**PDN straps and rails**

Drawn at 3 px/um. Pins as bars on the die edge.
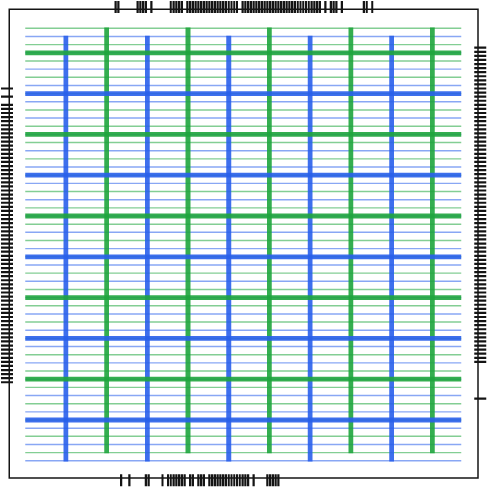
**Wire density map**

Drawn at 2 px/um. 31 x 31 tiles, from dark purple (low) to yellow (high), scaled to the fullest tile. Values are wire area over tile area, all layers added.
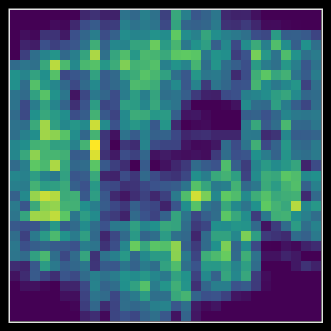
**Cell placement**

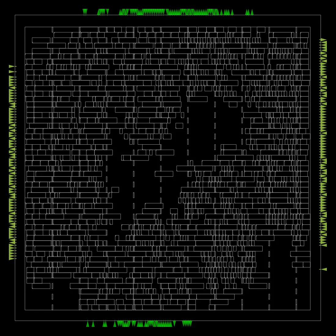
### config.mk
export PLATFORM = sky130hd
export DESIGN_NAME = processor_debug_cmd_arbiter
export DESIGN_NICKNAME = d
export VERILOG_FILES = /design/src/rtl/processor_debug_cmd_arbiter.sv
export SDC_FILE = /design/constraint.sdc
export NUM_CORES = 1
export LEC_CHECK = 0
export ABC_AREA = 1
export CAP_MARGIN = 20
export CORE_MARGIN = 5
export CORE_UTILIZATION = 45
export DETAILED_ROUTE_END_ITERATION = 6
export GPL_ROUTABILITY_DRIVEN = 0
export GPL_TIMING_DRIVEN = 0
export MAX_ROUTING_LAYER = met4
export PLACE_DENSITY = 0.81
export SYNTH_ARGS = -nofsm -noshare
export SYNTH_HDL_FRONTEND = slang
export SYNTH_SLANG_ARGS = --single-unit
### constraint.sdc
create_clock -name iCLOCK -period 2.5 [get_ports iCLOCK]
set_clock_uncertainty 0.1 [all_clocks]
set_input_delay 0.5 -clock iCLOCK [delete_from_list [all_inputs] [get_ports iCLOCK]]
set_output_delay 0.5 -clock iCLOCK [all_outputs]
set_load 0.05 [all_outputs]
### src/rtl/processor_debug_cmd_arbiter.sv
// Two-port round-robin arbiter for the core debug command port, with core-halt
// ownership locking and a response timeout.
module processor_debug_cmd_arbiter #(
  parameter logic [15:0] P_TIMEOUT = 16'hFFFF
) (
  input  logic        iCLOCK,
  input  logic        inRESET,
  input  logic        iREQ0_REQ,
  output logic        oREQ0_BUSY,
  input  logic [3:0]  iREQ0_COMMAND,
  input  logic [11:0] iREQ0_TARGET,
  input  logic [31:0] iREQ0_DATA,
  output logic        oREQ0_VALID,
  output logic        oREQ0_ERROR,
  output logic [31:0] oREQ0_DATA,
  input  logic        iREQ1_REQ,
  output logic        oREQ1_BUSY,
  input  logic [3:0]  iREQ1_COMMAND,
  input  logic [11:0] iREQ1_TARGET,
  input  logic [31:0] iREQ1_DATA,
  output logic        oREQ1_VALID,
  output logic        oREQ1_ERROR,
  output logic [31:0] oREQ1_DATA,
  output logic        oDEBUG_CMD_REQ,
  input  logic        iDEBUG_CMD_BUSY,
  output logic [3:0]  oDEBUG_CMD_COMMAND,
  output logic [11:0] oDEBUG_CMD_TARGET,
  output logic [31:0] oDEBUG_CMD_DATA,
  input  logic        iDEBUG_CMD_VALID,
  input  logic        iDEBUG_CMD_ERROR,
  input  logic [31:0] iDEBUG_CMD_DATA,
  output logic        oLOCK_VALID,
  output logic        oLOCK_OWNER
);

  localparam logic [3:0] CmdGoCore    = 4'h8;
  localparam logic [3:0] CmdIntGoCore = 4'h9;
  localparam logic [3:0] CmdStopCore  = 4'hF;

  typedef enum logic [1:0] {StIdle, StIssue, StWait, StResp} state_e;

  state_e            state_q, state_d;
  logic [1:0]        pend_q, pend_d;
  logic [1:0][3:0]   cmd_q, cmd_d;
  logic [1:0][11:0]  tgt_q, tgt_d;
  logic [1:0][31:0]  dat_q, dat_d;
  logic              last_q, last_d;
  logic              grant_q, grant_d;
  logic              lock_valid_q, lock_valid_d;
  logic              lock_owner_q, lock_owner_d;
  logic [15:0]       cnt_q, cnt_d;
  logic              dbg_req_q, dbg_req_d;
  logic [3:0]        dbg_cmd_q, dbg_cmd_d;
  logic [11:0]       dbg_tgt_q, dbg_tgt_d;
  logic [31:0]       dbg_dat_q, dbg_dat_d;
  logic [1:0]        rsp_valid_q, rsp_valid_d;
  logic              rsp_err_q, rsp_err_d;
  logic [31:0]       rsp_dat_q, rsp_dat_d;

  logic [1:0]        req_in;
  logic [1:0][3:0]   cmd_in;
  logic [1:0][11:0]  tgt_in;
  logic [1:0][31:0]  dat_in;
  logic              sel;

  assign req_in = {iREQ1_REQ, iREQ0_REQ};
  assign cmd_in = {iREQ1_COMMAND, iREQ0_COMMAND};
  assign tgt_in = {iREQ1_TARGET, iREQ0_TARGET};
  assign dat_in = {iREQ1_DATA, iREQ0_DATA};

  always_comb begin
    state_d      = state_q;
    pend_d       = pend_q;
    cmd_d        = cmd_q;
    tgt_d        = tgt_q;
    dat_d        = dat_q;
    last_d       = last_q;
    grant_d      = grant_q;
    lock_valid_d = lock_valid_q;
    lock_owner_d = lock_owner_q;
    cnt_d        = cnt_q;
    dbg_req_d    = dbg_req_q;
    dbg_cmd_d    = dbg_cmd_q;
    dbg_tgt_d    = dbg_tgt_q;
    dbg_dat_d    = dbg_dat_q;
    rsp_valid_d  = '0;
    rsp_err_d    = rsp_err_q;
    rsp_dat_d    = rsp_dat_q;
    sel          = 1'b0;

    for (int n = 0; n < 2; n++) begin
      if (req_in[n] && !pend_q[n]) begin
        pend_d[n] = 1'b1;
        cmd_d[n]  = cmd_in[n];
        tgt_d[n]  = tgt_in[n];
        dat_d[n]  = dat_in[n];
      end
    end

    unique case (state_q)
      StIdle: begin
        if (|pend_q) begin
          // Last-grant only moves on a tie so alternation holds across contested rounds.
          sel = (&pend_q) ? ~last_q : pend_q[1];
          if (&pend_q) last_d = sel;
          grant_d = sel;
          if (lock_valid_q && (lock_owner_q != sel)) begin
            state_d          = StResp;
            rsp_valid_d[sel] = 1'b1;
            rsp_err_d        = 1'b1;
            rsp_dat_d        = '0;
            pend_d[sel]      = 1'b0;
          end else begin
            state_d   = StIssue;
            dbg_req_d = 1'b1;
            dbg_cmd_d = cmd_q[sel];
            dbg_tgt_d = tgt_q[sel];
            dbg_dat_d = dat_q[sel];
          end
        end
      end
      StIssue: begin
        if (!iDEBUG_CMD_BUSY) begin
          state_d   = StWait;
          dbg_req_d = 1'b0;
          cnt_d     = '0;
        end
      end
      StWait: begin
        cnt_d = cnt_q + 16'd1;
        if (iDEBUG_CMD_VALID) begin
          state_d              = StResp;
          rsp_valid_d[grant_q] = 1'b1;
          rsp_err_d            = iDEBUG_CMD_ERROR;
          rsp_dat_d            = iDEBUG_CMD_DATA;
          pend_d[grant_q]      = 1'b0;
        end else if ((P_TIMEOUT != 16'd0) && (cnt_d == P_TIMEOUT)) begin
          state_d              = StResp;
          rsp_valid_d[grant_q] = 1'b1;
          rsp_err_d            = 1'b1;
          rsp_dat_d            = '0;
          pend_d[grant_q]      = 1'b0;
        end
      end
      StResp: begin
        state_d = StIdle;
        // Rejected and timed-out commands carry error=1, so only real core successes move the lock.
        if (!rsp_err_q) begin
          if (cmd_q[grant_q] == CmdStopCore) begin
            lock_valid_d = 1'b1;
            lock_owner_d = grant_q;
          end else if ((cmd_q[grant_q] == CmdGoCore || cmd_q[grant_q] == CmdIntGoCore)
                       && lock_owner_q == grant_q) begin
            lock_valid_d = 1'b0;
          end
        end
      end
      default: state_d = StIdle;
    endcase
  end

  always_ff @(posedge iCLOCK or negedge inRESET) begin
    if (!inRESET) begin
      state_q      <= StIdle;
      pend_q       <= '0;
      cmd_q        <= '0;
      tgt_q        <= '0;
      dat_q        <= '0;
      last_q       <= 1'b1;
      grant_q      <= 1'b0;
      lock_valid_q <= 1'b0;
      lock_owner_q <= 1'b0;
      cnt_q        <= '0;
      dbg_req_q    <= 1'b0;
      dbg_cmd_q    <= '0;
      dbg_tgt_q    <= '0;
      dbg_dat_q    <= '0;
      rsp_valid_q  <= '0;
      rsp_err_q    <= 1'b0;
      rsp_dat_q    <= '0;
    end else begin
      state_q      <= state_d;
      pend_q       <= pend_d;
      cmd_q        <= cmd_d;
      tgt_q        <= tgt_d;
      dat_q        <= dat_d;
      last_q       <= last_d;
      grant_q      <= grant_d;
      lock_valid_q <= lock_valid_d;
      lock_owner_q <= lock_owner_d;
      cnt_q        <= cnt_d;
      dbg_req_q    <= dbg_req_d;
      dbg_cmd_q    <= dbg_cmd_d;
      dbg_tgt_q    <= dbg_tgt_d;
      dbg_dat_q    <= dbg_dat_d;
      rsp_valid_q  <= rsp_valid_d;
      rsp_err_q    <= rsp_err_d;
      rsp_dat_q    <= rsp_dat_d;
    end
  end

  assign oREQ0_BUSY         = pend_q[0];
  assign oREQ1_BUSY         = pend_q[1];
  assign oREQ0_VALID        = rsp_valid_q[0];
  assign oREQ1_VALID        = rsp_valid_q[1];
  assign oREQ0_ERROR        = rsp_valid_q[0] & rsp_err_q;
  assign oREQ1_ERROR        = rsp_valid_q[1] & rsp_err_q;
  assign oREQ0_DATA         = rsp_valid_q[0] ? rsp_dat_q : '0;
  assign oREQ1_DATA         = rsp_valid_q[1] ? rsp_dat_q : '0;
  assign oDEBUG_CMD_REQ     = dbg_req_q;
  assign oDEBUG_CMD_COMMAND = dbg_cmd_q;
  assign oDEBUG_CMD_TARGET  = dbg_tgt_q;
  assign oDEBUG_CMD_DATA    = dbg_dat_q;
  assign oLOCK_VALID        = lock_valid_q;
  assign oLOCK_OWNER        = lock_owner_q;

endmodule

==> impl_metrics.ini <==
; flow metrics
[logic_synthesis]
async_reset_ff_share_pct = 100
synth.cellmix.compoundShare_pct = 5.62
yosysSeqAreaShare_pct = 53.4
synth_flops = 204
yosysCellCount = 1070
synth_top_area_share_pct = 53.2
ys_types = 32
ys_sh_mux_pct = 11.0
synth-edff-count = 0
ys_sh_xor_pct = 0.275
synthCells = 1070
adder_share_pct = 0.786

[setup_path]
critPathKind = reg2out
critPathTopFamily = buffers and inverters
critPathRequiredTime_ns = 1.90
crit_arrival_ns = 1.82
reg2reg_from = cnt_q[1]
critPathMaxFanout = 6
cp_slowest_cell = clkdlybuf4s50_1

[clock_tree]
tritoncts = yes
cts.path.max_buffers = 3
clkTransAtPathRegs_ns = 0.07
htree_num_levels = 1

[detailed_routing]
first_iter_violations = 354
viasPerCell = 5.02
ant_nets = 0

[timing]
tightest_slew_ns = 0.766
max_freq_mhz = 413
relSlewSlack_pct = 49.0

[global_routing]
grt_max_degree = 111
grt-ovfl-total = 0
grt_pass1_wl_mm = 42.7

[floorplan]
die_area_um2 = 24200
boundaryPins = 256
die_y_um = 156

[min_path]
whs_path_depth = 2

[finish]
nets = 1490

[status]
outcome = finished clean

[job]
max_cap_viol_count = 0
Notes on 'PDN straps and rails' above:
legend:
  green:
    net: VDD
  blue:
    net: VSS
signal pins: 256
met4 straps: 10
met1 rails: 54

Notes on 'wire density map' above:
nearly empty tiles: 11%
tiles over half the peak: 26%
mean over tiles: 0.18
densest ninth of the die: left middle
fullest tile: 0.52
emptiest ninth of the die: bottom right
total routed wirelength: 26.6 mm
DR WL/cell: 16.3 um
Global Route Usage Sum: 22.3%
vias: 8230

Notes on 'cell placement' above:
Util after Layout: 63.5%
Cell Count, Final, Fillers Out: 1639
core footprint: 21000 um^2

-- metal layers --
metal | global-route usage, % | vias up | part of all wire, % | wire (um)
met3 | 6.07 | 67 | 8.5 | 2250
met1 | 26.1 | 3900 | 40 | 10600
met5 | - | - | 0 | 0
li1 | - | 3985 | - | -
met4 | 7.04 | 0 | 3.5 | 927
met2 | 37.5 | 278 | 48 | 12900
-- final timing paths --
check | endpoint | slack [ns]
max | oREQ0_BUSY | 0.08
min | rsp_dat_q[17] | 0.39
max reg2reg | rsp_dat_q[10] | 0.16
min reg2reg | rsp_dat_q[17] | 0.39
max in group asynchronous | dat_q[15] | 0.83
min in group asynchronous | rsp_dat_q[2] | 0.51
-- cells in the final DEF (no fill, tap or decap), types with 4 or more instances in the layout --
cell type / count
a21oi_1: 5
a31oi_1: 48
buf_1: 4
buf_2: 11
clkbuf_1: 35
clkbuf_16: 21
clkbuf_2: 4
clkbuf_4: 4
clkdlybuf4s15_2: 58
clkdlybuf4s50_1: 187
clkinv_2: 4
dfrtp_1: 203
dlygate4sd2_1: 6
ha_1: 4
inv_1: 128
mux2_2: 93
nand2_1: 307
nand3_1: 22
nand4_1: 39
nor2_1: 104
o21ai_0: 32
-- metrics by stage --
step	area [um^2]	util (%)	hold slack [ns]	power, mW
finish	13300	63.5	0.394	16.3
global route	13300	63.5	0.414	17.3
CTS	13300	63.4	0.396	16.4
detailed placement	12500	59.6	0.380	13.1
global placement	12500	59.4	0.365	12.8
floorplan	9550	-	0.104	10.5
-- repair_timing --
action                                 in CTS  in global routing
gates cloned                                0                  0
hold buffers                                1                  0
setup endpoints to repair                 114                139
pin swaps                                   1                  0
resized                                   198                 11
buffers inserted                            1                  0
endpoints found under the hold margin      93                  0
-- registers in the layout, summed over array words and instances, names as in the netlist --
signal and cells:
oDEBUG_CMD_TARGET 12, last_q 1, oDEBUG_CMD_COMMAND 4, dat_q 64
grant_q 1, tgt_q 24, oLOCK_VALID 1, cmd_q 8
rsp_dat_q 32, rsp_err_q 1, oDEBUG_CMD_REQ 1, cnt_q 16
oDEBUG_CMD_DATA 32, rsp_valid_q 2, pend_q 2, state_q 2
oLOCK_OWNER 1
-- cell type report --
type	instances	area, um^2	area share, %
inverter	130	488	3.67
buffer	56	273	2.05
clock buffer	29	576	4.33
timing repair buffer	258	2680	20.1
clock inverter	8	118	0.884
multi-input combinational	678	3720	28.0
tap	275	344	2.59
antenna	1	2.50	0.0188
sequential	204	5110	38.4
-- tightest hold or removal path, delay by kind of cell, from the launching register on --
| family | cells | cell delay (ns) |
|---|---|---|
| flops | 1 | 0.36 |
| simple gates | 2 | 0.11 |
-- where the power goes --
part	switching, mW	internal, mW	leakage [nW]
Combinational	4.64	2.72	3.57
Clock	1.28	1.92	0.338
Sequential	0.919	4.83	2.50
Power figures rest on the tool's default switching activity, not on a simulated workload.
